File: config.mk
export PLATFORM = sky130hd
export DESIGN_NAME = exe_stage
export DESIGN_NICKNAME = d
export VERILOG_FILES = /design/src/rtl/exe_stage.sv
export SDC_FILE = /design/constraint.sdc
export NUM_CORES = 1
export LEC_CHECK = 0
export CAP_MARGIN = 10
export CORE_UTILIZATION = 30
export CTS_CLUSTER_DIAMETER = 120
export DETAILED_ROUTE_END_ITERATION = 16
export GPL_TIMING_DRIVEN = 1
export SYNTH_ARGS = -nofsm -noshare
export SYNTH_HDL_FRONTEND = slang
export SYNTH_SLANG_ARGS = --single-unit
File: constraint.sdc
create_clock -name clk -period 11.9 [get_ports clk]
set_input_delay 1.785 -clock clk [delete_from_list [all_inputs] [get_ports clk]]
set_output_delay 1.785 -clock clk [all_outputs]
set_load 0.1 [all_outputs]
File: src/rtl/exe_stage.sv
// Execute stage: Val2 generator, ALU with NZCV flags, branch-target adder,
// status register and the EXE/MEM pipeline register.
`timescale 1ns/1ps
module exe_stage #(
  parameter int DATA_W     = 32,
  parameter int REG_ADDR_W = 4
) (
  input  logic                  clk,
  input  logic                  rst,
  input  logic                  freeze,
  input  logic                  WB_EN_IN,
  input  logic                  MEM_R_EN_IN,
  input  logic                  MEM_W_EN_IN,
  input  logic                  B_IN,
  input  logic                  S_IN,
  input  logic [3:0]            EXE_CMD_IN,
  input  logic [DATA_W-1:0]     PC_IN,
  input  logic [DATA_W-1:0]     Val_Rn_IN,
  input  logic [DATA_W-1:0]     Val_Rm_IN,
  input  logic                  imm_IN,
  input  logic [11:0]           Shift_operand_IN,
  input  logic [23:0]           Signed_imm_24_IN,
  input  logic [REG_ADDR_W-1:0] Dest_IN,
  output logic                  Branch_Taken,
  output logic [DATA_W-1:0]     Branch_Address,
  output logic [3:0]            Status,
  output logic                  WB_EN,
  output logic                  MEM_R_EN,
  output logic                  MEM_W_EN,
  output logic [DATA_W-1:0]     ALU_Res,
  output logic [DATA_W-1:0]     Val_Rm,
  output logic [REG_ADDR_W-1:0] Dest
);

  localparam logic [3:0] CMD_MOV = 4'b0001;
  localparam logic [3:0] CMD_MVN = 4'b1001;
  localparam logic [3:0] CMD_ADD = 4'b0010;
  localparam logic [3:0] CMD_ADC = 4'b0011;
  localparam logic [3:0] CMD_SUB = 4'b0100;
  localparam logic [3:0] CMD_SBC = 4'b0101;
  localparam logic [3:0] CMD_AND = 4'b0110;
  localparam logic [3:0] CMD_ORR = 4'b0111;
  localparam logic [3:0] CMD_EOR = 4'b1000;

  logic [DATA_W-1:0]   val2;
  logic [DATA_W-1:0]   imm_ext;
  logic [2*DATA_W-1:0] imm_pair;
  logic [2*DATA_W-1:0] rm_pair;
  logic [4:0]          imm_rot;
  logic [4:0]          sh_amt;

  logic [DATA_W-1:0]   alu_res;
  logic [DATA_W-1:0]   b_op;
  logic [DATA_W:0]     sum;
  logic                cin;
  logic                is_add;
  logic                is_sub;
  logic                n_flag, z_flag, c_flag, v_flag;

  assign imm_ext = {{(DATA_W-8){1'b0}}, Shift_operand_IN[7:0]};
  assign imm_rot = {Shift_operand_IN[11:8], 1'b0};
  assign sh_amt  = Shift_operand_IN[11:7];

  // Second operand: rotated immediate, else memory offset, else shifted Rm
  always_comb begin
    imm_pair = {imm_ext, imm_ext} >> imm_rot;
    rm_pair  = {Val_Rm_IN, Val_Rm_IN} >> sh_amt;
    val2     = Val_Rm_IN;
    if (imm_IN) begin
      val2 = imm_pair[DATA_W-1:0];
    end else if (MEM_R_EN_IN || MEM_W_EN_IN) begin
      val2 = {{(DATA_W-12){1'b0}}, Shift_operand_IN};
    end else begin
      case (Shift_operand_IN[6:5])
        2'b00:   val2 = Val_Rm_IN << sh_amt;
        2'b01:   val2 = Val_Rm_IN >> sh_amt;
        2'b10:   val2 = $signed(Val_Rm_IN) >>> sh_amt;
        default: val2 = rm_pair[DATA_W-1:0];
      endcase
    end
  end

  // ALU: subtraction is done as Rn + ~Val2 + carry so C comes out as NOT borrow
  always_comb begin
    is_add = 1'b0;
    is_sub = 1'b0;
    b_op   = val2;
    cin    = 1'b0;
    case (EXE_CMD_IN)
      CMD_ADD: begin is_add = 1'b1; end
      CMD_ADC: begin is_add = 1'b1; cin = Status[1]; end
      CMD_SUB: begin is_sub = 1'b1; b_op = ~val2; cin = 1'b1; end
      CMD_SBC: begin is_sub = 1'b1; b_op = ~val2; cin = Status[1]; end
      default: ;
    endcase
    sum = {1'b0, Val_Rn_IN} + {1'b0, b_op} + {{DATA_W{1'b0}}, cin};

    case (EXE_CMD_IN)
      CMD_MOV: alu_res = val2;
      CMD_MVN: alu_res = ~val2;
      CMD_ADD, CMD_ADC, CMD_SUB, CMD_SBC: alu_res = sum[DATA_W-1:0];
      CMD_AND: alu_res = Val_Rn_IN & val2;
      CMD_ORR: alu_res = Val_Rn_IN | val2;
      CMD_EOR: alu_res = Val_Rn_IN ^ val2;
      default: alu_res = '0;
    endcase

    n_flag = alu_res[DATA_W-1];
    z_flag = (alu_res == '0);
    c_flag = Status[1];
    v_flag = Status[0];
    if (is_add) begin
      c_flag = sum[DATA_W];
      v_flag = (Val_Rn_IN[DATA_W-1] == val2[DATA_W-1]) &&
               (alu_res[DATA_W-1] != Val_Rn_IN[DATA_W-1]);
    end else if (is_sub) begin
      c_flag = sum[DATA_W];
      v_flag = (Val_Rn_IN[DATA_W-1] != val2[DATA_W-1]) &&
               (alu_res[DATA_W-1] != Val_Rn_IN[DATA_W-1]);
    end
  end

  assign Branch_Taken   = B_IN;
  assign Branch_Address = PC_IN + {{(DATA_W-26){Signed_imm_24_IN[23]}}, Signed_imm_24_IN, 2'b00};

  // Status register: loads only on an unfrozen flag-setting instruction
  always_ff @(posedge clk or negedge rst) begin
    if (!rst) begin
      Status <= 4'b0000;
    end else if (!freeze && S_IN) begin
      Status <= {n_flag, z_flag, c_flag, v_flag};
    end
  end

  // EXE/MEM pipeline register, held while the pipeline is frozen
  always_ff @(posedge clk or negedge rst) begin
    if (!rst) begin
      WB_EN    <= 1'b0;
      MEM_R_EN <= 1'b0;
      MEM_W_EN <= 1'b0;
      ALU_Res  <= '0;
      Val_Rm   <= '0;
      Dest     <= '0;
    end else if (!freeze) begin
      WB_EN    <= WB_EN_IN;
      MEM_R_EN <= MEM_R_EN_IN;
      MEM_W_EN <= MEM_W_EN_IN;
      ALU_Res  <= alu_res;
      Val_Rm   <= Val_Rm_IN;
      Dest     <= Dest_IN;
    end
  end

endmodule

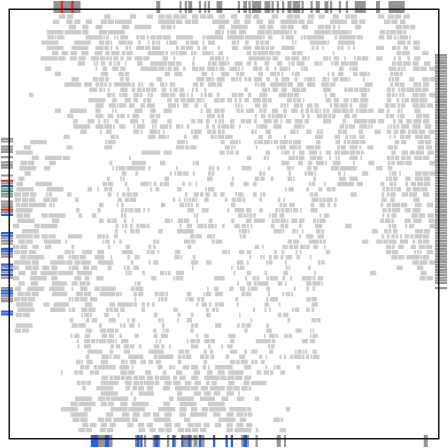
pinout.png
Pins as bars across the die edge, other pins in gray.
[red] `Dest_IN` | pins: 4 | direction: input | edge: 2 top, 2 left
[green] `MEM_R_EN` | pins: 1 | direction: output | edge: left
[blue] `Val_Rm` | pins: 32 | direction: output | edge: 19 bottom, 13 left
die span in x: 222 microns
die boundary height: 222 microns
Buffers on Ports: 250

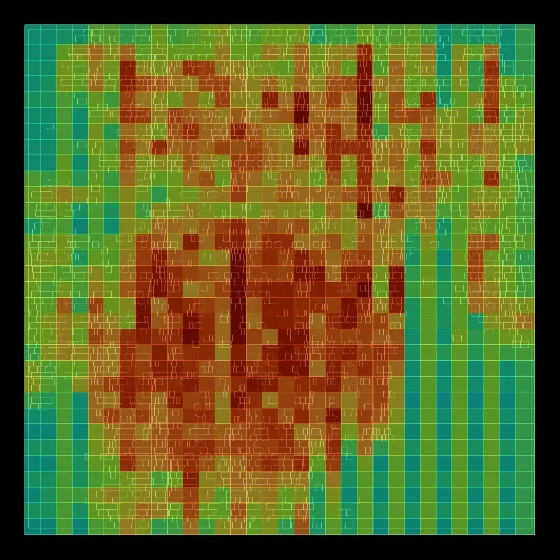
congestion_map.png
grt met1 use: 36.6%
utilization of the core after routing: 36.9%
met2 capacity usage during global routing: 42.4%

==> out/qor.log <==
[routing] met3 routed WL 6160 microns
[synthesis] count of instantiated cells in the yosys netlist 1784
[routing] routed vias/inst 6.23
[cells_and_area] Fillers 4999
[worst_setup_path] worst flop-to-flop path startpoint Status[1]
[cells_and_area] most common cell after layout, fill and taps aside clkdlybuf4s50_1
[routing] number of search-and-repair iterations in the first detailed-routing pass 5
[clock_network] hold_buf cts 0
[synthesis] share of flip-flops with an asynchronous set or reset after synthesis 100%
[synthesis] AND-OR/OR-AND share of the synthesized area 30.3%
[worst_setup_path] cell chain of the critical path buf_4 -> buf_4 -> nor2b_1 -> a31oi_1 -> a21oi_1 -> a221o_1 -> o211ai_1 -> o221ai_1 -> xor2_1 -> ha_1 -> o21ai_0 -> nor2_1 -> o41ai_1 -> o211ai_1 -> a41oi_1 -> o21ai_0 -> mux2i_1 -> o2111ai_1 -> nor4_1 -> and4_1 -> a22o_1
[worst_setup_path] number of buffers and inverters on the critical path 2
[floorplanning] Die Area 49400 sq um
[synthesis] Cell variety after synth 110
[synthesis] Gate Count Post-Synth 1784
[synthesis] area fraction in full adders, half adders and majority gates 11.3%
[synthesis] Mapped Nets 2063
[clock_network] # Post-CTS Setup Buffers 0
[placed_design] placement-stage worst setup slack 3180 ps
[sta] Final period util 72.7%
[worst_setup_path] worst r2r dst Status[2]
[worst_setup_path] class of the most critical setup path in2reg
[clock_network] TritonCTS clock tree built
[sta] maximum frequency from static timing analysis 116 MHz
[sta] actual slew at the worst max-slew pin 1150 ps
[sta] minimum setup slack in the final design 3250 ps
[routing] Final Routed Wirelength 69200 microns
[pwr] relative contribution of sequential cells to total power 16.3%
[min_path] hold path startpoint ALU_Res[10]
[pwr] Total Power Consumption 1.90 mW
[floorplanning] core outline area 47800 sq um
[pwr] power group with the largest share combinational logic
[grt] Total GRT Usage 27.3%
[synthesis] parity-gate share of the synthesized area counting xor and xnor cells 4.87%
[run] number of max-capacitance violations reported 0
[min_path] worst hold path stage count 2
[floorplanning] starting utilization of the core area 30.4%
[clock_network] number of buffers added by the clock tree synthesis step 9
[cells_and_area] diode insertion count for antenna repair 0
[worst_setup_path] cell depth of the worst setup path 21
[grt] first-pass GRT wire length 102000 microns
[grt] largest net degree at the start of global routing 57
[placed_design] routability cong. 0.994
[worst_setup_path] depth of the most critical reg-to-reg path 16
[worst_setup_path] critical path data arrival time 8990 ps
[run] number of warnings in the stage logs 61
[pwr] IR Drop Worst-Case VDD 0.112 mV
[synthesis] predominant post-synthesis flop cell dfrtp_1
[grt] Congestion Overflow GR 0
[routing] total length of routed met2 wires 30200 microns
[floorplanning] number of I/O pins 257
[cells_and_area] most numerous logic cells after layout clkdlybuf4s50_1, nor2_1, ha_1
[cells_and_area] net count reported at finish 2240
[clock_network] Post-CTS Resized 0
[synthesis] synthesized area per cell 8.16 sq um
[grt] GR Util met3 5.77%
[cells_and_area] final non-filler cell total 2581
[status] run status finished clean
[worst_setup_path] delay of the slowest cell on the worst path 720 ps
[cells_and_area] proportion of layout cells with a drive suffix above 1 12.7%
[placed_design] DP Cell Count 2565
[sta] Hold Slack 494 ps
[cells_and_area] post-synthesis to final-layout area growth 21.3%
[sta] Total Neg Setup Slack 0 ps
[clock_network] clock slew at the register clock pins of the worst setup and hold paths 70 ps
[sta] shortest clock period the worst path allows after layout 8650 ps
[placed_design] post-detailed-placement cell area 17400 sq um
[synthesis] flip-flops with a built-in enable 0
[synthesis] post-synthesis cell type with the largest instance count nor2_1
[worst_setup_path] register-to-register path setup slack 7340 ps
[worst_setup_path] required time of the critical path 12240 ps
[pwr] design internal power 830 uW
[synthesis] Synth Warn # 0
[synthesis] top cells by instance count after synthesis nor2_1, ha_1, nand2_1
[routing] vias after detailed routing 16100
[synthesis] dominant combinational cell family by area after synthesis AND-OR/OR-AND gates
[worst_setup_path] Setup crit start kind input port
[clock_network] number of buffers on the longest clock path 2
[worst_setup_path] Critical path origin Shift_operand_IN[7]
[worst_setup_path] element type at the critical path end flip-flop
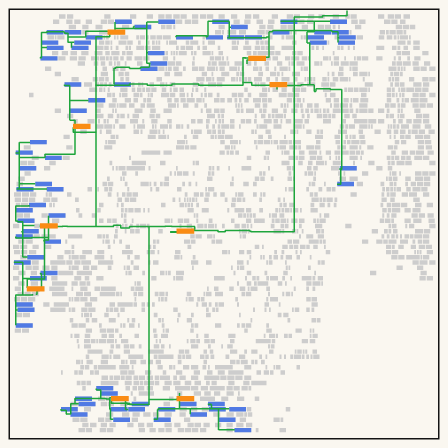
clock_wires.png
[green] clock wires | length: 1600 microns
[orange] clock-net drivers | count: 9
[blue] flip-flops | count: 75
routed clock nets: 10
Setup Skew: 2.97 ps
relative contribution of the clock network to total power: 14.7%
clock group total power: 280 uW
clock latency reported for the late side of the worst-skew pair: 390 ps

[worst reg2reg max path, cell delays in order, from the launching register on]
cell and delay [ps]:
dfrtp_1 450, nand2_1 80, o22ai_1 160, nand2b_1 90, fa_1 470, fa_1 450
nor2b_1 160, o31ai_1 120, a211oi_1 360, o311a_1 300, o2111ai_1 250, a21oi_1 290
nor3_1 80, nor4_1 620, nand4_1 170, nor4_1 250, a22o_1 180
[layout make-up]
cell class | instances | area [sq um] | share of cell area, %
Timing Repair Buffer | 294 | 2810 | 15.9
Inverter | 100 | 375 | 2.13
Tap cell | 615 | 769 | 4.36
Clock buffer | 9 | 225 | 1.28
Multi-Input combinational cell | 1481 | 11500 | 65.4
Sequential cell | 75 | 1880 | 10.6
Clock inverter | 7 | 60.1 | 0.340
Power figures rest on the tool's default switching activity, not on a simulated workload.
